`config.mk`:
```
export PLATFORM = sky130hd
export DESIGN_NAME = bullet_hit_scanner
export DESIGN_NICKNAME = d
export VERILOG_FILES = /design/src/rtl/bullet_hit_scanner_pkg.sv /design/src/rtl/bullet_hit_scanner_aabb_overlap.sv /design/src/rtl/bullet_hit_scanner.sv
export SDC_FILE = /design/constraint.sdc
export NUM_CORES = 1
export LEC_CHECK = 0
export ABC_AREA = 0
export CORE_MARGIN = 2
export CORE_UTILIZATION = 50
export CTS_BUF_LIST = sky130_fd_sc_hd__clkbuf_2 sky130_fd_sc_hd__clkbuf_4 sky130_fd_sc_hd__clkbuf_8
export CTS_CLUSTER_SIZE = 30
export DETAILED_ROUTE_END_ITERATION = 6
export GPL_ROUTABILITY_DRIVEN = 0
export PLACE_DENSITY = 0.81
export SYNTH_ARGS = -nofsm -noshare
export SYNTH_HDL_FRONTEND = slang
export SYNTH_SLANG_ARGS = --single-unit
export TNS_END_PERCENT = 10
```
`constraint.sdc`:
```
create_clock -name clk -period 2.9 [get_ports clk]
set_input_delay 0.87 -clock clk [delete_from_list [all_inputs] [get_ports clk]]
set_output_delay 0.87 -clock clk [all_outputs]
set_load 0.02 [all_outputs]
```
`src/rtl/bullet_hit_scanner_pkg.sv`:
```
// Shared definitions for the bullet hit scanner: colour codes, box field slices,
// scan FSM states and a colour classification helper.
package bullet_hit_scanner_pkg;

   localparam int N_BULLETS = 8;
   localparam int IDX_W     = 3;

   localparam logic [2:0] COL_WHITE = 3'b000;
   localparam logic [2:0] COL_GREEN = 3'b001;
   localparam logic [2:0] COL_BLUE  = 3'b010;

   // pos packs X/Y and size packs W/H with the same byte layout
   localparam int X_MSB = 15;
   localparam int X_LSB = 8;
   localparam int Y_MSB = 7;
   localparam int Y_LSB = 0;

   typedef enum logic [2:0] {
      IDLE,
      ADDR,
      CHECK,
      HIT,
      DONE
   } scan_state_t;

   function automatic logic isActiveColor(input logic [2:0] color);
      return (color == COL_WHITE) || (color == COL_GREEN) || (color == COL_BLUE);
   endfunction

endpackage

```
`src/rtl/bullet_hit_scanner_aabb_overlap.sv`:
```
// Combinational axis-aligned box overlap test; right/bottom edges are computed
// in 9 bits so boxes near the 255 edge never wrap. Touching edges do not overlap.
module aabb_overlap
   import bullet_hit_scanner_pkg::*;
(
   input  logic [15:0] i_aPos,
   input  logic [15:0] i_aSize,
   input  logic [15:0] i_bPos,
   input  logic [15:0] i_bSize,
   output logic        o_overlap
);

   logic [8:0] w_aX;
   logic [8:0] w_aY;
   logic [8:0] w_aXEnd;
   logic [8:0] w_aYEnd;
   logic [8:0] w_bX;
   logic [8:0] w_bY;
   logic [8:0] w_bXEnd;
   logic [8:0] w_bYEnd;

   assign w_aX    = {1'b0, i_aPos[X_MSB:X_LSB]};
   assign w_aY    = {1'b0, i_aPos[Y_MSB:Y_LSB]};
   assign w_aXEnd = w_aX + {1'b0, i_aSize[X_MSB:X_LSB]};
   assign w_aYEnd = w_aY + {1'b0, i_aSize[Y_MSB:Y_LSB]};

   assign w_bX    = {1'b0, i_bPos[X_MSB:X_LSB]};
   assign w_bY    = {1'b0, i_bPos[Y_MSB:Y_LSB]};
   assign w_bXEnd = w_bX + {1'b0, i_bSize[X_MSB:X_LSB]};
   assign w_bYEnd = w_bY + {1'b0, i_bSize[Y_MSB:Y_LSB]};

   assign o_overlap = (w_aX < w_bXEnd) && (w_bX < w_aXEnd) &&
                      (w_aY < w_bYEnd) && (w_bY < w_aYEnd);

endmodule

```
`src/rtl/bullet_hit_scanner.sv`:
```
// Per-frame scan of the bullet table: tests every live bullet against the player
// box, applies damage/heal to HP and pulses is_collide so the table clears the slot.
module bullet_hit_scanner
   import bullet_hit_scanner_pkg::*;
#(
   parameter int HP_MAX       = 20,
   parameter int DAMAGE       = 1,
   parameter int HEAL         = 1,
   parameter int INVULN_TICKS = 2
)(
   input  logic             clk,
   input  logic             rst_n,
   input  logic             tick,
   input  logic [15:0]      player_pos,
   input  logic [15:0]      player_size,
   input  logic             player_moving,
   output logic [IDX_W-1:0] bullet_index,
   input  logic [15:0]      bullet_pos,
   input  logic [15:0]      bullet_size,
   input  logic [2:0]       bullet_color,
   input  logic             bullet_render,
   output logic             is_collide,
   output logic [7:0]       hp,
   output logic             hit_pulse,
   output logic             game_over,
   output logic             busy
);

   localparam logic [7:0]       L_HP_MAX   = 8'(HP_MAX);
   localparam logic [7:0]       L_DAMAGE   = 8'(DAMAGE);
   localparam logic [7:0]       L_HEAL     = 8'(HEAL);
   localparam logic [3:0]       L_INVULN   = 4'(INVULN_TICKS);
   localparam logic [IDX_W-1:0] L_LAST_IDX = IDX_W'(N_BULLETS - 1);

   scan_state_t      r_state;
   scan_state_t      w_nextState;
   logic [IDX_W-1:0] r_idx;
   logic             r_pending;
   logic [7:0]       r_hp;
   logic [3:0]       r_invuln;
   logic             r_gameOver;
   logic             r_hitPulse;
   logic [2:0]       r_color;
   logic             r_moving;

   logic w_overlap;
   logic w_start;
   logic w_lastSlot;
   logic w_damaging;
   logic w_healing;
   logic w_applyDamage;
   logic w_dies;

   aabb_overlap u_overlap (
      .i_aPos    (player_pos),
      .i_aSize   (player_size),
      .i_bPos    (bullet_pos),
      .i_bSize   (bullet_size),
      .o_overlap (w_overlap)
   );

   assign w_start       = (r_state == IDLE) && !r_gameOver && (tick || r_pending);
   assign w_lastSlot    = (r_idx == L_LAST_IDX);
   assign w_damaging    = (r_state == HIT) &&
                          ((r_color == COL_WHITE) || ((r_color == COL_BLUE) && r_moving));
   assign w_healing     = (r_state == HIT) && (r_color == COL_GREEN);
   assign w_applyDamage = w_damaging && (r_invuln == 4'd0);
   assign w_dies        = w_applyDamage && (r_hp <= L_DAMAGE);

   always_comb begin
      w_nextState = r_state;
      case (r_state)
         IDLE:  if (w_start) w_nextState = ADDR;
         ADDR:  w_nextState = CHECK;
         CHECK: begin
            if (bullet_render && w_overlap && isActiveColor(bullet_color))
               w_nextState = HIT;
            else
               w_nextState = w_lastSlot ? DONE : ADDR;
         end
         // A fatal hit abandons the rest of the scan
         HIT: begin
            if (w_dies)
               w_nextState = IDLE;
            else
               w_nextState = w_lastSlot ? DONE : ADDR;
         end
         DONE:    w_nextState = IDLE;
         default: w_nextState = IDLE;
      endcase
   end

   always_ff @(posedge clk or negedge rst_n) begin
      if (!rst_n) begin
         r_state   <= IDLE;
         r_idx     <= '0;
         r_pending <= 1'b0;
         r_color   <= 3'b000;
         r_moving  <= 1'b0;
      end else begin
         r_state <= w_nextState;
         if (w_start)
            r_idx <= '0;
         else if (((r_state == CHECK) || (r_state == HIT)) && (w_nextState == ADDR))
            r_idx <= r_idx + 1'b1;
         // Only one extra tick is remembered while a scan runs
         if (w_start)
            r_pending <= 1'b0;
         else if (tick && (r_state != IDLE))
            r_pending <= 1'b1;
         if (r_state == CHECK) begin
            r_color  <= bullet_color;
            r_moving <= player_moving;
         end
      end
   end

   always_ff @(posedge clk or negedge rst_n) begin
      if (!rst_n) begin
         r_hp       <= L_HP_MAX;
         r_invuln   <= 4'd0;
         r_gameOver <= 1'b0;
         r_hitPulse <= 1'b0;
      end else begin
         r_hitPulse <= 1'b0;
         if (w_applyDamage) begin
            r_invuln   <= L_INVULN;
            r_hitPulse <= 1'b1;
            r_hp       <= w_dies ? 8'd0 : (r_hp - L_DAMAGE);
            if (w_dies)
               r_gameOver <= 1'b1;
         end else begin
            if (tick && (r_invuln != 4'd0))
               r_invuln <= r_invuln - 1'b1;
            if (w_healing)
               r_hp <= (r_hp >= (L_HP_MAX - L_HEAL)) ? L_HP_MAX : (r_hp + L_HEAL);
         end
      end
   end

   assign bullet_index = r_idx;
   assign is_collide   = w_damaging || w_healing;
   assign hp           = r_hp;
   assign hit_pulse    = r_hitPulse;
   assign game_over    = r_gameOver;
   assign busy         = (r_state != IDLE);

endmodule

```
==> Slide: Implementation Results, run 1 <==
Physical Implementation Snapshot

Clock tree
  • CTS tree: done
  • Postcts setup bufs: 16
  • Num CTS Buffers: 3
  • Gates resized, CTS repair: 126
  • Reg clk slew, reported paths: 0.09 ns

Detailed routing
  • Vias per cell: 5.76
  • Met2 Wirelength: 5.50 mm
  • Max layer used: met4
  • Drt pass-1 iters: 4

Global routing
  • Gr busiest metal: met2
  • Met1 usage: 0.312
  • First-pass GRT wire length: 16.3 mm

Setup path
  • Worst Reg-to-Reg Cells: 8
  • CP max stage delay: around 0.30 ns
  • Worst Path Required: 3.10 ns
  • Slowest-stage cell, CP: o31a_1
  • Crit-path leading delay family: AND-OR/OR-AND gates
  • Worst path bufs/invs: 2

Pwr
  • Clock network power: 0.000221 W
  • Power of the combinational group: 0.00169 W
  • Tot Pwr: 0.00255 W
  • Seq pwr share: 0.249
  • Largest Pwr Group: combinational cells
  • Seq pwr: 0.000634 W

Logic synthesis
  • Share of the yosys chip area belonging to registers: 0.203
  • Registers, synthesis: 25
  • YS chip area: 3100 sq um
  • Compound Share, Synth: 0.227

Layout
  • Comb area: 2730 sq um
  • Non-clock buffer share: 0.297
  • Non-CTS inverters: 22
  • Post-route cell area: 5120 sq um
  • Layout Nets: 681
  • Layout clock buffers: 3
  • FF+latch area: approximately 630 sq um
  • Clock network area share: 0.00978

Hold path
  • Worst min path class: reg -> reg
  • Hold Path Cell Cnt: 1

Timing
  • Least-Margin Pin Slew: 0.404 ns
  • Hold_ws: 0.479 ns
  • Endpoints failing setup: 6
  • Worst setup margin: -0.709 ns
  • Period utilization: 1.24

Run status
  • Run status: finished, violations left
  • Failing checks: setup timing

Floorplanning
  • Core area: between 5000 and 6000 sq um
  • Die Ht: 82.7 microns

Placement
  • Dpl cells: a little under 600
## run 1: synthesized netlist by cell type, types with 2 or more instances
master,count
nor2b_1,4
nand4_1,4
nand3_1,8
a211oi_1,8
a31oi_1,2
a21o_1,14
o21ai_1,5
ha_1,66
inv_1,21
xnor2_1,11
dfrtp_1,23
o21bai_1,7
o21a_1,4
o31ai_1,4
nand2b_1,7
fa_1,4
o32a_1,2
nand2_1,22
mux2_2,4
or3_1,3
o21ai_0,21
nor2_1,22
a221oi_1,2
a21oi_1,34
and3_1,2
xor2_1,10
mux2i_1,3
nor3_1,6
or2_2,3
dfstp_2,2
or2b_1,2
## run 1: state kept, by name, indices dropped and copies added, names as in the netlist, 3 cells and up
signal,flops
r_state,3
hp,8
bullet_index,3
r_color,3
r_invuln,4
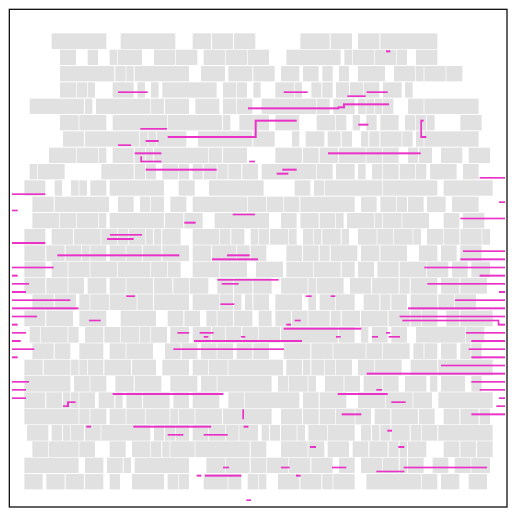
Run 1: the metal 3 layer
Scale: 6 px per micron.
nets with wire on the layer	84
longest straight run	22.8 microns
main direction	horizontal
wire length on this layer	567 microns
share of all routed wire	5.4%
Post-Route WL: 10.5 mm
GR Util met3: 0.0620
DR vias: 3536

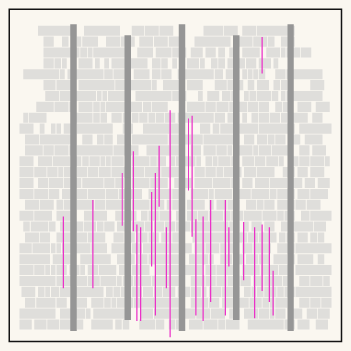
Run 1: metal 4
Scale: 4 px per micron. Supply wires on this layer in grey.
wire length on this layer	511 microns
longest straight run	56.4 microns
nets with wire on the layer	24

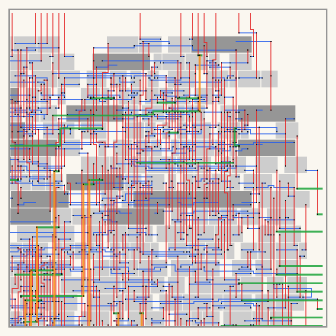
Run 1: zoomed window
Window x 33 to 83, y 33 to 83 microns. Cells in grey, sequential cells in the stronger grey; small squares are vias.
colour	layer
orange	metal 4
red	metal 2
green	metal 3
blue	metal 1
cells with their middle in the window	195
netlist names of flops here include	hp (8), r_state (2)
sequential cells in the window	12
most frequent	clkdlybuf4s50_1 (24), ha_1 (20), buf_4 (18)

## Run 2: what changed since run 1
Settings changed: TNS_END_PERCENT 10 to not set.
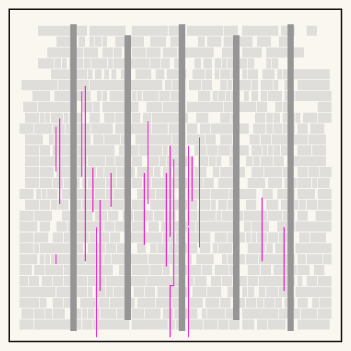
Run 2: metal 4
Scale: 4 px per micron. Supply wires on this layer in grey.
longest straight run	43.5 microns
main direction	vertical
share of all routed wire	3.8%
wire length on this layer	412 microns
nets with wire on the layer	20
DR vias: 3519
Post-Route WL: 10.8 mm

==> run 2 against run 1 <==
Against the previous run: the run still ends with setup timing left; sequential cell count unchanged; largest cell class unchanged; die area stayed put; register-to-register slack gained 0.08 ns; critical path depth shrank 1; critical path type unchanged; clock-buffer cell count unchanged; clock skew is essentially flat; wire length up 3.8%; first-iteration DRC count is 30% higher; largest power group unchanged.
==> Slide: Implementation Results, run 2 <==
Physical Implementation Snapshot

Setup path
  • Worst Reg-to-Reg Cells: 8 (unchanged)
  • Crit-path leading delay family: AND-OR/OR-AND gates
  • CP max stage delay: 0.40 ns (+0.10 ns)
  • Worst Path Required: 3.10 ns (about the same)
  • Slowest-stage cell, CP: fa_2
  • Worst path bufs/invs: 2 (unchanged)

Pwr
  • Seq pwr: 0.000635 W (about the same)
  • Max IR drop VDD: 0.000586 V
  • Tot Pwr: 0.00259 W (+1.7%)
  • Clk pwr share: 0.084
  • Clock network power: 0.000219 W (about the same)

Layout
  • Clock network area share: 0.00943 (-0.000355)
  • Non-clock buffer share: 0.298 (about the same)
  • Max reg flops: 8 (unchanged)
  • Comb area: 2780 sq um (+1.7%)
  • Layout clock buffers: 3 (unchanged)
  • Post-route cell area: 5180 sq um (+1.2%)
  • FF+latch area: 628 sq um (unchanged)

Timing
  • Period utilization: 1.27 (+0.0227)
  • Least-Margin Pin Slew: 0.476 ns (+0.0718 ns)
  • Endpoints failing setup: 6 (unchanged)
  • Worst setup margin: -0.774 ns (-0.0658 ns)

Placement
  • Dpl cells: 588 (-1.0%)

Logic synthesis
  • Share of the yosys chip area belonging to registers: 0.203 (unchanged)
  • Synth top cell by count: ha_1
  • Registers, synthesis: 25 (unchanged)
  • YS chip area: 3100 sq um (unchanged)
  • Commonest cells in the netlist: ha_1, a21oi_1, dfrtp_1

Clock tree
  • CTS tree: done
  • Num CTS Buffers: 3 (unchanged)
  • Reg clk slew, reported paths: 0.09 ns (about the same)

Run status
  • Failing checks: setup timing
  • Run status: finished, violations left

Detailed routing
  • Drt pass-1 iters: 4 (unchanged)

Global routing
  • First-pass GRT wire length: 15.9 mm (-2.9%)

Hold path
  • Hold Path Cell Cnt: 1 (unchanged)

Floorplanning
  • Core area: 5960 sq um (unchanged)
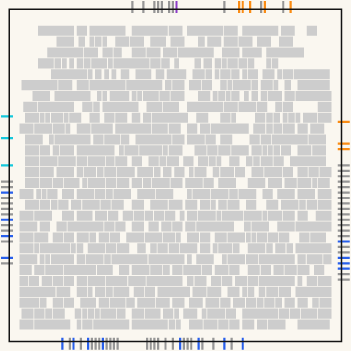
Run 2: I/O pins on the die edge
Scale: 4 px per micron. Pins as bars across the die edge, other pins in grey.
colour	port	pins	direction	edge
purple	is_collide	1	output	top
blue	player_size	16	input	8 bottom, 4 right, 4 left
cyan	bullet_index	3	output	left
orange	hp	8	output	5 top, 3 right
all pins by edge	29 bottom, 25 right, 17 left, 16 top
die extent in x: 82.7 microns
Port-buffer cells: 86
Die Ht: 82.7 microns

-- run 2: cell counts after synthesis --
Identical to the previous run, type by type.
-- run 2: metal layers --
metal / share of wire / global-route usage
met5: 0 / 0
met4: 0.038 / 0.102
met3: 0.043 / 0.0554
met2: 0.54 / 0.594
met1: 0.38 / 0.312
-- run 2: what timing repair did --
item | CTS | global route
buffers inserted | 15 | 3
resized | 134 | 22
pin swaps | 70 | 23
endpoints found under the setup margin | 6 | 6
-- run 2: through the flow --
step	setup TNS (ns)	hold WS, ns
after global routing	-4.90	0.524
after CTS	-2.81	0.477
after global placement	-6.62	0.451
after detailed placement	-7.33	0.463
after floorplan	-2.85	0.420
final	-4.20	0.513
No activity file was given, so power comes from the tool's default toggle rates.
